--- config.mk ---
export PLATFORM = sky130hd
export DESIGN_NAME = l2_tshr_alloc_ctrl_flat
export DESIGN_NICKNAME = d
export VERILOG_FILES = /design/src/rtl/l2_tshr_alloc_ctrl_if.sv /design/src/rtl/l2_tshr_alloc_ctrl.sv /design/src/flat_wrapper.sv
export SDC_FILE = /design/constraint.sdc
export NUM_CORES = 1
export LEC_CHECK = 0
export CORE_MARGIN = 2
export CORE_UTILIZATION = 39
export DETAILED_ROUTE_END_ITERATION = 8
export PLACE_DENSITY = 0.78
export SKIP_CTS_REPAIR_TIMING = 1
export SYNTH_ARGS = -nofsm -noshare
export SYNTH_HDL_FRONTEND = slang
export SYNTH_SLANG_ARGS = --single-unit
--- constraint.sdc ---
create_clock -name clk -period 1.7 [get_ports clk]
set_input_delay 0.425 -clock clk [delete_from_list [all_inputs] [get_ports clk]]
set_output_delay 0.425 -clock clk [all_outputs]
set_load 0.01 [all_outputs]
--- src/rtl/l2_tshr_alloc_ctrl_if.sv ---
// l2_tshr_alloc_ctrl_if: request handshakes, TSHR update port and status
// for the L2 TSHR write-side manager.
// Entry encoding: ENTRY_W-bit vector, bit 0 is the entry valid flag.
// The master modport is the directory pipeline side. The slave modport is
// the allocation controller.
interface l2_tshr_alloc_ctrl_if #(
  parameter int DEPTH   = 4,
  parameter int ENTRY_W = 8
);
  localparam int IDX_W = (DEPTH > 1) ? $clog2(DEPTH) : 1;
  localparam int OCC_W = $clog2(DEPTH + 1);

  logic               alloc_valid;
  logic [ENTRY_W-1:0] alloc_entry;
  logic               alloc_ready;
  logic [IDX_W-1:0]   alloc_index;

  logic               mod_valid;
  logic [IDX_W-1:0]   mod_index;
  logic [ENTRY_W-1:0] mod_entry;
  logic               mod_ready;

  logic               dealloc_valid;
  logic [IDX_W-1:0]   dealloc_index;
  logic               dealloc_ready;

  logic               update_en;
  logic [IDX_W-1:0]   update_index;
  logic [ENTRY_W-1:0] update_entry;

  logic [OCC_W-1:0]   occupancy;
  logic               full;
  logic               almost_full;
  logic               proto_err;
  logic [OCC_W-1:0]   peak_occ;
  logic [31:0]        stall_cnt;

  modport master (
    output alloc_valid, alloc_entry, mod_valid, mod_index, mod_entry,
           dealloc_valid, dealloc_index,
    input  alloc_ready, alloc_index, mod_ready, dealloc_ready,
           update_en, update_index, update_entry,
           occupancy, full, almost_full, proto_err, peak_occ, stall_cnt
  );

  modport slave (
    input  alloc_valid, alloc_entry, mod_valid, mod_index, mod_entry,
           dealloc_valid, dealloc_index,
    output alloc_ready, alloc_index, mod_ready, dealloc_ready,
           update_en, update_index, update_entry,
           occupancy, full, almost_full, proto_err, peak_occ, stall_cnt
  );
endinterface

--- src/rtl/l2_tshr_alloc_ctrl.sv ---
// l2_tshr_alloc_ctrl: single owner of the L2 directory TSHR update port.
// Arbitrates dealloc > mod > alloc, picks the lowest free index from a valid
// shadow, tracks occupancy and registers one TSHR write per cycle.
// Optional feature macro: L2_TSHR_ALLOC_STATS_EN (peak_occ / stall_cnt
// counters). When it is undefined both outputs are tied to zero.
`ifndef TSHR_SIZE
`define TSHR_SIZE 4
`endif

module l2_tshr_alloc_ctrl #(
  parameter int DEPTH        = `TSHR_SIZE,
  parameter int AF_THRESHOLD = DEPTH - 1,
  parameter int ENTRY_W      = 8
) (
  input  logic                   clk,
  input  logic                   reset,
  input  logic                   enable,
  l2_tshr_alloc_ctrl_if.slave    bus
);
  localparam int IDX_W = (DEPTH > 1) ? $clog2(DEPTH) : 1;
  localparam int OCC_W = $clog2(DEPTH + 1);

  // Lowest-numbered clear bit of the shadow (LSB priority).
  function automatic logic [IDX_W-1:0] lowest_free(input logic [DEPTH-1:0] v);
    logic [IDX_W-1:0] r;
    r = '0;
    for (int i = DEPTH - 1; i >= 0; i--) begin
      if (!v[i]) begin
        r = IDX_W'(i);
      end else begin
        r = r;
      end
    end
    return r;
  endfunction

  // Shadow bit at a runtime index. Out-of-range indices read as invalid.
  function automatic logic shadow_bit(input logic [DEPTH-1:0] v,
                                      input logic [IDX_W-1:0] idx);
    logic r;
    r = 1'b0;
    for (int i = 0; i < DEPTH; i++) begin
      if (IDX_W'(i) == idx) begin
        r = v[i];
      end else begin
        r = r;
      end
    end
    return r;
  endfunction

  // Shadow with the bit at idx forced to val.
  function automatic logic [DEPTH-1:0] shadow_set(input logic [DEPTH-1:0] v,
                                                  input logic [IDX_W-1:0] idx,
                                                  input logic val);
    logic [DEPTH-1:0] r;
    r = v;
    for (int i = 0; i < DEPTH; i++) begin
      if (IDX_W'(i) == idx) begin
        r[i] = val;
      end else begin
        r[i] = v[i];
      end
    end
    return r;
  endfunction

  logic [DEPTH-1:0]   valid_q, valid_d;
  logic [OCC_W-1:0]   occ_q, occ_d;
  logic               full_q, full_d;
  logic               af_q, af_d;
  logic               err_q, err_d;
  logic               upd_en_q, upd_en_d;
  logic [IDX_W-1:0]   upd_idx_q, upd_idx_d;
  logic [ENTRY_W-1:0] upd_entry_q, upd_entry_d;

  logic dealloc_rdy_s, mod_rdy_s, alloc_rdy_s;
  logic dealloc_go_s, mod_go_s, alloc_go_s;
  logic [IDX_W-1:0] free_idx_s;

  // Grant arbitration: one grant per cycle, dealloc > mod > alloc.
  always_comb begin
    dealloc_rdy_s = enable;
    mod_rdy_s     = enable & ~bus.dealloc_valid;
    alloc_rdy_s   = enable & ~bus.dealloc_valid & ~bus.mod_valid & ~full_q;
    dealloc_go_s  = bus.dealloc_valid & dealloc_rdy_s;
    mod_go_s      = bus.mod_valid & mod_rdy_s;
    alloc_go_s    = bus.alloc_valid & alloc_rdy_s;
    free_idx_s    = lowest_free(valid_q);
  end

  // Next-state: shadow, occupancy, sticky error and the registered TSHR write.
  always_comb begin
    valid_d     = valid_q;
    occ_d       = occ_q;
    err_d       = err_q;
    upd_en_d    = upd_en_q;
    upd_idx_d   = upd_idx_q;
    upd_entry_d = upd_entry_q;
    if (enable) begin
      upd_en_d = 1'b0;
      if (dealloc_go_s) begin
        if (shadow_bit(valid_q, bus.dealloc_index)) begin
          valid_d     = shadow_set(valid_q, bus.dealloc_index, 1'b0);
          occ_d       = occ_q - OCC_W'(1);
          upd_en_d    = 1'b1;
          upd_idx_d   = bus.dealloc_index;
          upd_entry_d = '0;
        end else begin
          err_d = 1'b1;
        end
      end else if (mod_go_s) begin
        if (shadow_bit(valid_q, bus.mod_index)) begin
          upd_en_d    = 1'b1;
          upd_idx_d   = bus.mod_index;
          upd_entry_d = bus.mod_entry | ENTRY_W'(1);
        end else begin
          err_d = 1'b1;
        end
      end else if (alloc_go_s) begin
        valid_d     = shadow_set(valid_q, free_idx_s, 1'b1);
        occ_d       = occ_q + OCC_W'(1);
        upd_en_d    = 1'b1;
        upd_idx_d   = free_idx_s;
        upd_entry_d = bus.alloc_entry | ENTRY_W'(1);
      end else begin
        upd_en_d = 1'b0;
      end
    end else begin
      // Stalled: the pending write is held so l2_tshr commits it on resume.
      upd_en_d = upd_en_q;
    end
    full_d = (occ_d == OCC_W'(DEPTH));
    af_d   = (occ_d >= OCC_W'(AF_THRESHOLD));
  end

  // State registers with asynchronous reset.
  always_ff @(posedge clk or posedge reset) begin
    if (reset) begin
      valid_q     <= '0;
      occ_q       <= '0;
      full_q      <= 1'b0;
      af_q        <= (AF_THRESHOLD == 0);
      err_q       <= 1'b0;
      upd_en_q    <= 1'b0;
      upd_idx_q   <= '0;
      upd_entry_q <= '0;
    end else begin
      valid_q     <= valid_d;
      occ_q       <= occ_d;
      full_q      <= full_d;
      af_q        <= af_d;
      err_q       <= err_d;
      upd_en_q    <= upd_en_d;
      upd_idx_q   <= upd_idx_d;
      upd_entry_q <= upd_entry_d;
    end
  end

  assign bus.dealloc_ready = dealloc_rdy_s;
  assign bus.mod_ready     = mod_rdy_s;
  assign bus.alloc_ready   = alloc_rdy_s;
  assign bus.alloc_index   = free_idx_s;
  assign bus.update_en     = upd_en_q;
  assign bus.update_index  = upd_idx_q;
  assign bus.update_entry  = upd_entry_q;
  assign bus.occupancy     = occ_q;
  assign bus.full          = full_q;
  assign bus.almost_full   = af_q;
  assign bus.proto_err     = err_q;

`ifdef L2_TSHR_ALLOC_STATS_EN
  logic [OCC_W-1:0] peak_q, peak_d;
  logic [31:0]      stall_q, stall_d;

  // Peak occupancy tracking and saturating blocked-alloc counter.
  always_comb begin
    peak_d  = peak_q;
    stall_d = stall_q;
    if (enable) begin
      if (occ_d > peak_q) begin
        peak_d = occ_d;
      end else begin
        peak_d = peak_q;
      end
      if (bus.alloc_valid && !alloc_rdy_s && (stall_q != 32'hFFFF_FFFF)) begin
        stall_d = stall_q + 32'd1;
      end else begin
        stall_d = stall_q;
      end
    end else begin
      peak_d = peak_q;
    end
  end

  // Statistics registers.
  always_ff @(posedge clk or posedge reset) begin
    if (reset) begin
      peak_q  <= '0;
      stall_q <= 32'd0;
    end else begin
      peak_q  <= peak_d;
      stall_q <= stall_d;
    end
  end

  assign bus.peak_occ  = peak_q;
  assign bus.stall_cnt = stall_q;
`else
  assign bus.peak_occ  = '0;
  assign bus.stall_cnt = 32'd0;
`endif

endmodule

--- src/flat_wrapper.sv ---
// flat-port wrapper written by rule: the top's interface ports become plain ports
module l2_tshr_alloc_ctrl_flat 
#(
  parameter int DEPTH        = `TSHR_SIZE,
  parameter int AF_THRESHOLD = DEPTH - 1,
  parameter int ENTRY_W      = 8
)
  (clk, reset, enable, bus_alloc_valid, bus_alloc_entry, bus_mod_valid, bus_mod_index, bus_mod_entry, bus_dealloc_valid, bus_dealloc_index, bus_alloc_ready, bus_alloc_index, bus_mod_ready, bus_dealloc_ready, bus_update_en, bus_update_index, bus_update_entry, bus_occupancy, bus_full, bus_almost_full, bus_proto_err, bus_peak_occ, bus_stall_cnt);
  l2_tshr_alloc_ctrl_if #(.DEPTH(DEPTH), .ENTRY_W(ENTRY_W)) bus_i ();
  input  logic clk;
  input  logic reset;
  input  logic enable;
  input wire logic [$bits(bus_i.alloc_valid)-1:0] bus_alloc_valid;
  input wire logic [$bits(bus_i.alloc_entry)-1:0] bus_alloc_entry;
  input wire logic [$bits(bus_i.mod_valid)-1:0] bus_mod_valid;
  input wire logic [$bits(bus_i.mod_index)-1:0] bus_mod_index;
  input wire logic [$bits(bus_i.mod_entry)-1:0] bus_mod_entry;
  input wire logic [$bits(bus_i.dealloc_valid)-1:0] bus_dealloc_valid;
  input wire logic [$bits(bus_i.dealloc_index)-1:0] bus_dealloc_index;
  output wire logic [$bits(bus_i.alloc_ready)-1:0] bus_alloc_ready;
  output wire logic [$bits(bus_i.alloc_index)-1:0] bus_alloc_index;
  output wire logic [$bits(bus_i.mod_ready)-1:0] bus_mod_ready;
  output wire logic [$bits(bus_i.dealloc_ready)-1:0] bus_dealloc_ready;
  output wire logic [$bits(bus_i.update_en)-1:0] bus_update_en;
  output wire logic [$bits(bus_i.update_index)-1:0] bus_update_index;
  output wire logic [$bits(bus_i.update_entry)-1:0] bus_update_entry;
  output wire logic [$bits(bus_i.occupancy)-1:0] bus_occupancy;
  output wire logic [$bits(bus_i.full)-1:0] bus_full;
  output wire logic [$bits(bus_i.almost_full)-1:0] bus_almost_full;
  output wire logic [$bits(bus_i.proto_err)-1:0] bus_proto_err;
  output wire logic [$bits(bus_i.peak_occ)-1:0] bus_peak_occ;
  output wire logic [$bits(bus_i.stall_cnt)-1:0] bus_stall_cnt;
  assign bus_i.alloc_valid = bus_alloc_valid;
  assign bus_i.alloc_entry = bus_alloc_entry;
  assign bus_i.mod_valid = bus_mod_valid;
  assign bus_i.mod_index = bus_mod_index;
  assign bus_i.mod_entry = bus_mod_entry;
  assign bus_i.dealloc_valid = bus_dealloc_valid;
  assign bus_i.dealloc_index = bus_dealloc_index;
  assign bus_alloc_ready = bus_i.alloc_ready;
  assign bus_alloc_index = bus_i.alloc_index;
  assign bus_mod_ready = bus_i.mod_ready;
  assign bus_dealloc_ready = bus_i.dealloc_ready;
  assign bus_update_en = bus_i.update_en;
  assign bus_update_index = bus_i.update_index;
  assign bus_update_entry = bus_i.update_entry;
  assign bus_occupancy = bus_i.occupancy;
  assign bus_full = bus_i.full;
  assign bus_almost_full = bus_i.almost_full;
  assign bus_proto_err = bus_i.proto_err;
  assign bus_peak_occ = bus_i.peak_occ;
  assign bus_stall_cnt = bus_i.stall_cnt;
  l2_tshr_alloc_ctrl #(.DEPTH(DEPTH), .AF_THRESHOLD(AF_THRESHOLD), .ENTRY_W(ENTRY_W)) u_core (.clk(clk), .reset(reset), .enable(enable), .bus(bus_i));
endmodule
==> impl_summary.log, run 1 <==
[flow] final metrics
[metrics] first-pass GRT wire length: 5120 um
[metrics] flip-flop count of the largest register, all copies and words added: 8
[metrics] Synth Warn #: 0
[metrics] Critical-path top delay cell: clkdlybuf4s50_1
[metrics] number of setup violations in the final report: 0
[metrics] iteration count of the initial detailed-routing pass: 4
[metrics] startpoint of the lowest-slack register-to-register path: u_core.valid_q[0]
[metrics] cell breakdown of the critical path: clkdlybuf4s50_1
[metrics] H-tree depth reported by CTS: 1
[metrics] Power per Cell Area: 1080 nW/um^2
[metrics] worst-case hold slack: 0.484 ns
[metrics] cell count after placement: 280
[metrics] register area share after synthesis: 33.0%
[metrics] die span in x: 67.9 um
[metrics] length of routed met3 wiring: 300 um
[metrics] growth of design area from synthesis to finish: 44.7%
[metrics] adder-cell share of the synthesized area: 1.57%
[metrics] combined flip-flop and latch cell area: 527 sq um
[metrics] count of unresolved DRC violations after routing: 0
[metrics] chip area: 4610 sq um
[metrics] Metal-1 WL: 1440 um
[metrics] Final Worst Setup Slack: 0.0499 ns
[metrics] xor-xnor portion of the synthesized cell area: 1.57%
[metrics] combinational power: 1.33 mW
[metrics] Finished Cell Area: 2310 sq um
[metrics] post-route total power: 2.49 mW
[metrics] logic area: 905 sq um
[metrics] proportion of register bits with asynchronous set or reset after synthesis: 100%
[metrics] status: complete, no violations
[metrics] synthesized chip area reported by yosys: 1590 sq um
==> run 1: cells in the mapped netlist (2+ instances only) <==
cell	n	area share (%)
buf_4	37	17
dfrtp_1	21	33
nand2_1	17	4.0
mux2i_1	9	5.7
inv_1	8	1.9
nand3_1	7	2.2
buf_6	5	3.5
nor2_1	5	1.2
a21oi_1	4	1.3
a31oi_1	4	1.6
mux2_2	4	2.8
mux2_4	3	2.8
nand3_2	3	1.9
nand3b_1	3	1.4
o21ai_1	3	0.94
o21ai_2	3	1.6
and2_1	2	0.78
ha_1	2	1.6
o211ai_1	2	0.94
Run 1, signal wires on met2:
Scale: 6 px per um.
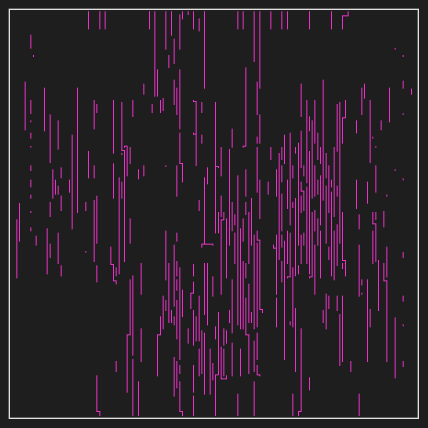
longest straight run = 24.8 um
main direction = vertical
share of all routed wire = 49%

Run 1, met3 routing:
Scale: 8 px per um.
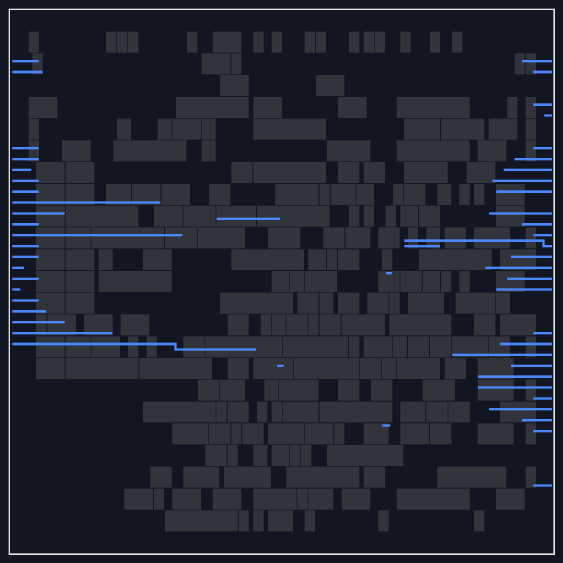
main direction = horizontal
longest straight run = 20.9 um
nets with wire on the layer = 52
wire length on this layer = 300 um
share of all routed wire = 8.6%
DRT Wirelength: 3470 um
GR Util met3: 3.78%
vias post-DR: 1281

Run 1, clock wires, drivers and flops:
Scale: 4 px per um.
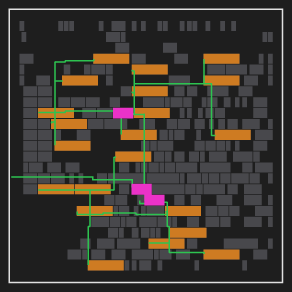
clock wires -> green  # length 285 um
clock-net drivers -> magenta  # count 3
flip-flops -> orange  # count 21
routed clock nets = 4
clock network fraction of design power: 13.4%
clock skew: 0.00135 ns
clock group power: 0.334 mW
clk_lat worst skew: 0.26 ns

Run 1, the metal 1 layer:
Scale: 6 px per um. Supply wires on this layer in gray.
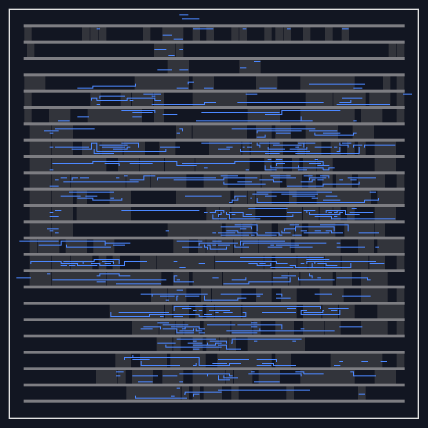
share of all routed wire = 41%
main direction = horizontal
nets with wire on the layer = 196
wire length on this layer = 1440 um
met1 GRT Util: 18.3%

## Run 2: what changed since run 1
--- a/config.mk
+++ b/config.mk
@@ -5,6 +5,7 @@
 export SDC_FILE = /design/constraint.sdc
 export NUM_CORES = 1
 export LEC_CHECK = 0
+export ABC_CLOCK_PERIOD_IN_PS = 1800
 export CORE_MARGIN = 2
 export CORE_UTILIZATION = 39
 export DETAILED_ROUTE_END_ITERATION = 8
==> constraint.sdc (replaced) <==
create_clock -name clk -period 1.8 [get_ports clk]
set_input_delay 0.45 -clock clk [delete_from_list [all_inputs] [get_ports clk]]
set_output_delay 0.45 -clock clk [all_outputs]
set_load 0.01 [all_outputs]
Run 2, met3 routing:
Scale: 8 px per um.
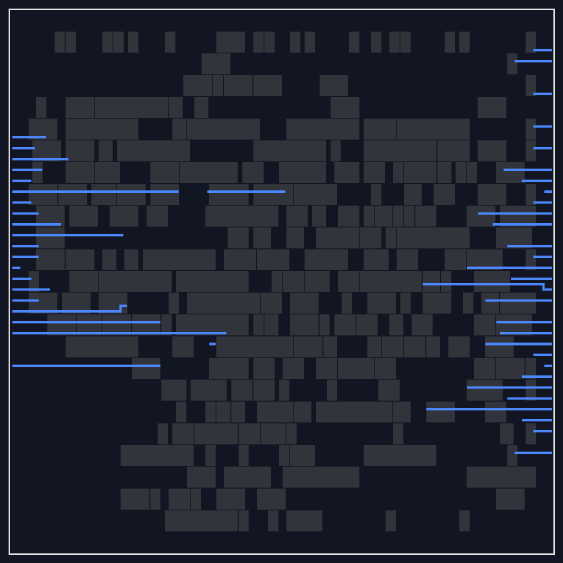
longest straight run = 26.4 um
main direction = horizontal
GR Util met3: 4.93%
DRT Wirelength: 3190 um
vias post-DR: 1248

Run 2, the metal 1 layer:
Scale: 6 px per um. Supply wires on this layer in gray.
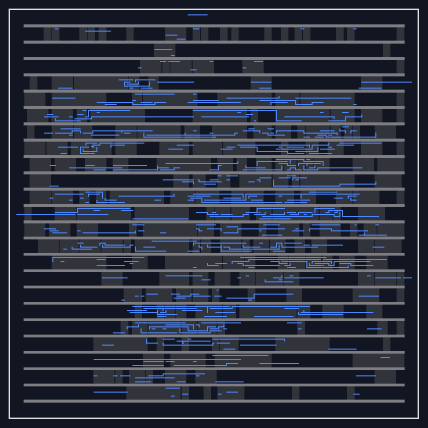
main direction = horizontal
wire length on this layer = 1420 um

Run 2, congestion heat map:
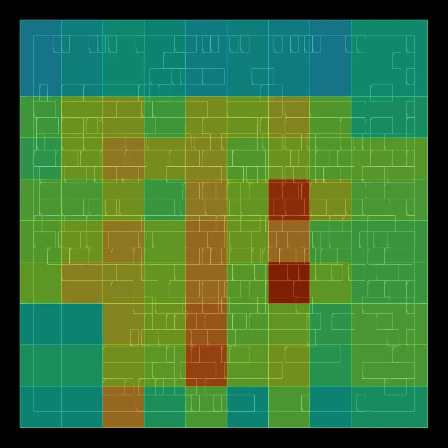
post-DR wirelength/cell: 11.3 um
met1 GRT Util: 18.5%
overall routing resource usage: 14.4%
met2 track utilization from global routing: 22.2%
Final Core Density: 55.6%

==> run 2 against run 1 <==
Critical endpoint is now u_core.bus.almost_full. Sequential power shrank 4.9%. Critical path type is now in -> reg. Largest cell class unchanged. First-iteration DRC count is 9.5% higher. Wire length is 8.1% lower. Clock-buffer cell count unchanged. Synthesized cell count stayed put.
==> impl_summary.log, run 2 <==
[flow] final metrics
[metrics] status: complete, no violations (unchanged)
[metrics] register area share after synthesis: 33.0% (unchanged)
[metrics] iteration count of the initial detailed-routing pass: 6 (was 4)
[metrics] cell count after placement: 276 (was 280)
[metrics] most frequently used cell type in the post-synthesis netlist: buf_4 (unchanged)
[metrics] synthesized chip area reported by yosys: 1590 sq um (unchanged)
[metrics] flip-flop count of the largest register, all copies and words added: 8 (unchanged)
[metrics] post-route total power: 2.26 mW (was 2.49 mW)
[metrics] length of routed met3 wiring: 322 um (was 300 um)
[metrics] Synth Warn #: 0 (unchanged)
[metrics] worst-case hold slack: 0.484 ns (about the same)
[metrics] combinational power: 1.17 mW (was 1.33 mW)
[metrics] startpoint of the lowest-slack register-to-register path: u_core.valid_q[2] (was u_core.valid_q[0])
[metrics] proportion of register bits with asynchronous set or reset after synthesis: 100% (unchanged)
[metrics] clock skew: 0.00137 ns (was 0.00135 ns)
[metrics] logic area: 846 sq um (was 905 sq um)
[metrics] combined flip-flop and latch cell area: 528 sq um (was 527 sq um)
[metrics] adder-cell share of the synthesized area: 1.57% (unchanged)
[metrics] number of setup violations in the final report: 0 (unchanged)
[metrics] first-pass GRT wire length: 5000 um (was 5120 um)
[metrics] Critical-path top delay cell: clkdlybuf4s50_1 (unchanged)
[metrics] clock transition at the registers of the reported paths: 0.08 ns (about the same)
[metrics] Simple-Gate Fraction of Synth Area: 14.1% (unchanged)
[metrics] die span in x: 67.9 um (unchanged)
[metrics] H-tree depth reported by CTS: 1 (unchanged)
[metrics] growth of design area from synthesis to finish: 38.5% (was 44.7%)
[metrics] dominant cells by area after synthesis: dfrtp_1 (33%), buf_4 (17%), mux2i_1 (5.7%) (unchanged)
[metrics] synth cell count leaders: buf_4 (37), dfrtp_1 (21), nand2_1 (17) (unchanged)
[metrics] count of unresolved DRC violations after routing: 0 (unchanged)
[metrics] Power per Cell Area: 1020 nW/um^2 (was 1080 nW/um^2)
[metrics] Finished Cell Area: 2210 sq um (was 2310 sq um)
[metrics] clock group power: 0.314 mW (was 0.334 mW)
[metrics] xor-xnor portion of the synthesized cell area: 1.57% (unchanged)
## run 2: cell counts after synthesis
No cell type changed its count.
## run 2: how the worst min path moves through the flow
stage	start	end	slack, ns	cells past startpoint
after floorplan	reset	u_core.bus.almost_full	0.43	1
after global placement	u_core.bus.update_entry[0]	u_core.bus.update_entry[0]	0.46	2
after detailed placement	u_core.bus.update_en	u_core.bus.update_en	0.47	1
after CTS	u_core.bus.update_en	u_core.bus.update_en	0.49	1
after global routing	u_core.bus.update_en	u_core.bus.update_en	0.51	1
final	u_core.bus.proto_err	u_core.bus.proto_err	0.48	2
## run 2: critical path: cells and delay by family
kind | cells | cell delay, ns
AND/OR/NAND/NOR | 1 | 0.13
AND-OR/OR-AND | 3 | 0.54
buffers and inverters | 1 | 0.52
XOR/XNOR | 1 | 0.22
## Run 3: what changed since run 2
--- a/config.mk
+++ b/config.mk
@@ -9,7 +9,7 @@
 export CORE_MARGIN = 2
 export CORE_UTILIZATION = 39
 export DETAILED_ROUTE_END_ITERATION = 8
-export PLACE_DENSITY = 0.78
+export PLACE_DENSITY_LB_ADDON = 0.08
 export SKIP_CTS_REPAIR_TIMING = 1
 export SYNTH_ARGS = -nofsm -noshare
 export SYNTH_HDL_FRONTEND = slang
Run 3, clock wires, drivers and flops:
Scale: 4 px per um.
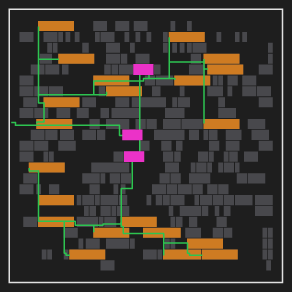
clock-net drivers -> magenta  # count 3
flip-flops -> orange  # count 21
clock wires -> green  # length 272 um
routed clock nets = 4
clock group power: 0.305 mW
clk_lat worst skew: 0.25 ns

Run 3, signal wires on met2:
Scale: 6 px per um.
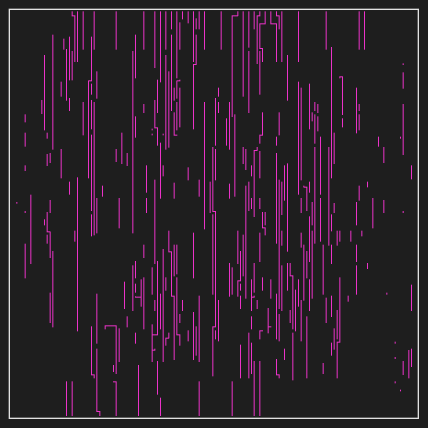
share of all routed wire = 50%
main direction = vertical
longest straight run = 30.3 um
nets with wire on the layer = 222
DRT Wirelength: 3350 um
met2 track utilization from global routing: 24.9%
vias post-DR: 1229

Run 3, the metal 1 layer:
Scale: 6 px per um. Supply wires on this layer in gray.
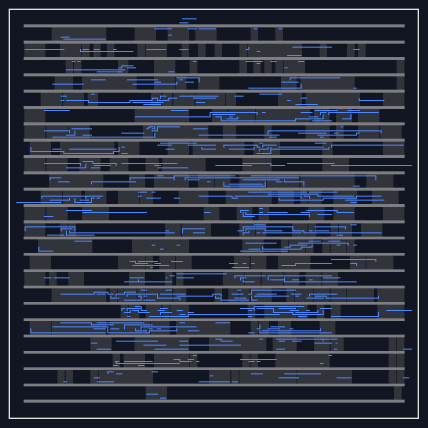
main direction = horizontal
share of all routed wire = 43%
longest straight run = 20.7 um

==> run 3 against run 2 <==
Wire length is 5.1% higher. Non-clock buffer count is 4 lower. Utilization is 0.66 points lower. Final area is 1.2% lower. Cell count is 1.4% lower. Critical path type is now reg -> out. Highest routed layer is now met3.
==> impl_summary.log, run 3 <==
[flow] final metrics
[metrics] status: complete, no violations (unchanged)
[metrics] Min-Delay Startpoint: u_core.bus.update_en (was u_core.bus.proto_err)
[metrics] Critical-path top delay cell: clkdlybuf4s50_1 (unchanged)
[metrics] drt via density: 4.44 (about the same)
[metrics] CP delay by family, top: buffers and inverters (was AND-OR/OR-AND gates)
[metrics] register area share after synthesis: 33.0% (unchanged)
[metrics] H-tree depth reported by CTS: 1 (unchanged)
[metrics] post-detailed-route count of antenna-violating nets: 0 (unchanged)
[metrics] number of instances on the worst hold path: 1 (was 2)
[metrics] first-pass GRT wire length: 5220 um (was 5000 um)
[metrics] initial core utilization: 40.1% (unchanged)
[metrics] biggest area consumer among synthesized cells: dfrtp_1 (unchanged)
[metrics] Synth Warn #: 0 (unchanged)
[metrics] count of unresolved DRC violations after routing: 0 (unchanged)
[metrics] clock transition at the registers of the reported paths: 0.08 ns (about the same)
[metrics] met1 GRT Util: 19.9% (was 18.5%)
[metrics] tally of filler cells in the layout: 367 (was 364)
[metrics] clock network fraction of design power: 13.7% (was 13.9%)
[metrics] overall routing resource usage: 14.7% (was 14.4%)
[metrics] post-DR wirelength/cell: 12.1 um (was 11.3 um)
[metrics] tool warnings: 29 (unchanged)
[metrics] number of setup violations in the final report: 0 (unchanged)
[metrics] Final Worst Setup Slack: 0.0651 ns (was 0.0658 ns)
[metrics] share of the clock period used by the worst path: 96.4% (was 96.3%)
[metrics] endpoint of the worst hold path: u_core.bus.update_en (was u_core.bus.proto_err)
[metrics] die span in x: 67.9 um (unchanged)
[metrics] setup repair after global routing missed its margin: no (unchanged)
[metrics] top-level port count: 83 (unchanged)
[metrics] Power per Cell Area: 1020 nW/um^2 (about the same)
[metrics] Synth top area share: 33.0% (unchanged)
[metrics] synth cell count leaders: buf_4 (37), dfrtp_1 (21), nand2_1 (17) (unchanged)
[metrics] count of flip-flops with a built-in enable after synthesis: 0 (unchanged)
[metrics] GR Util met3: 2.80% (was 4.93%)
[metrics] most frequently used cell type in the post-synthesis netlist: buf_4 (unchanged)
[metrics] clock skew: 0.00255 ns (was 0.00137 ns)
[metrics] cell breakdown of the critical path: clkdlybuf4s50_1 (was clkdlybuf4s50_1 -> nand3_1 -> o22a_2 -> a2bb2oi_4 -> xor2_2 -> o221ai_2)
[metrics] endpoint of the worst-slack reg-to-reg timing path: u_core.bus.update_entry[5] (was u_core.bus.update_entry[4])
[metrics] proportion of register bits with asynchronous set or reset after synthesis: 100% (unchanged)
[metrics] Finished Cell Area: 2180 sq um (was 2210 sq um)
[metrics] iteration count of the initial detailed-routing pass: 6 (unchanged)
[metrics] Switch Pwr: 0.785 mW (was 0.808 mW)
[metrics] CP bufs+invs: 1 (unchanged)
[metrics] worst-case hold slack: 0.484 ns (about the same)
[metrics] combinational power: 1.14 mW (was 1.17 mW)
[metrics] growth of design area from synthesis to finish: 36.9% (was 38.5%)
[metrics] chip area: 4610 sq um (unchanged)
[metrics] startpoint of the lowest-slack register-to-register path: u_core.valid_q[2] (unchanged)
## run 3: layout make-up
class	count	area (sq um)	share of cell area (%)
inverter	8	30.0	1.38
sequential	21	528	24.2
multi-input combinational	124	848	38.9
timing repair buffer	70	668	30.6
clock buffer	4	45.0	2.06
tap	50	62.6	2.87
## run 3: per-stage QoR
step	power, mW	std cells
finish	2.22	277
floorplan	1.44	195
global route	2.41	277
CTS	2.24	274
detailed placement	1.92	270
global placement	1.91	270
## run 3: cells by family after synthesis
family	share of synthesized area (%)
fa+ha+maj	1.57
mux	11.3
compound gates	15.4
buf+inv	22.8
other cells	0.235
simple gates	14.1
xor+xnor	1.57
flops	33.0
## run 3: layer usage
metal | part of all wire, % | vias to the layer above
met1 | 43 | 571
met4 | 0 | 0
met3 | 6.8 | 0
met5 | 0 | -
met2 | 50 | 45
li1 | - | 613
Power and IR drop assume default switching activity.
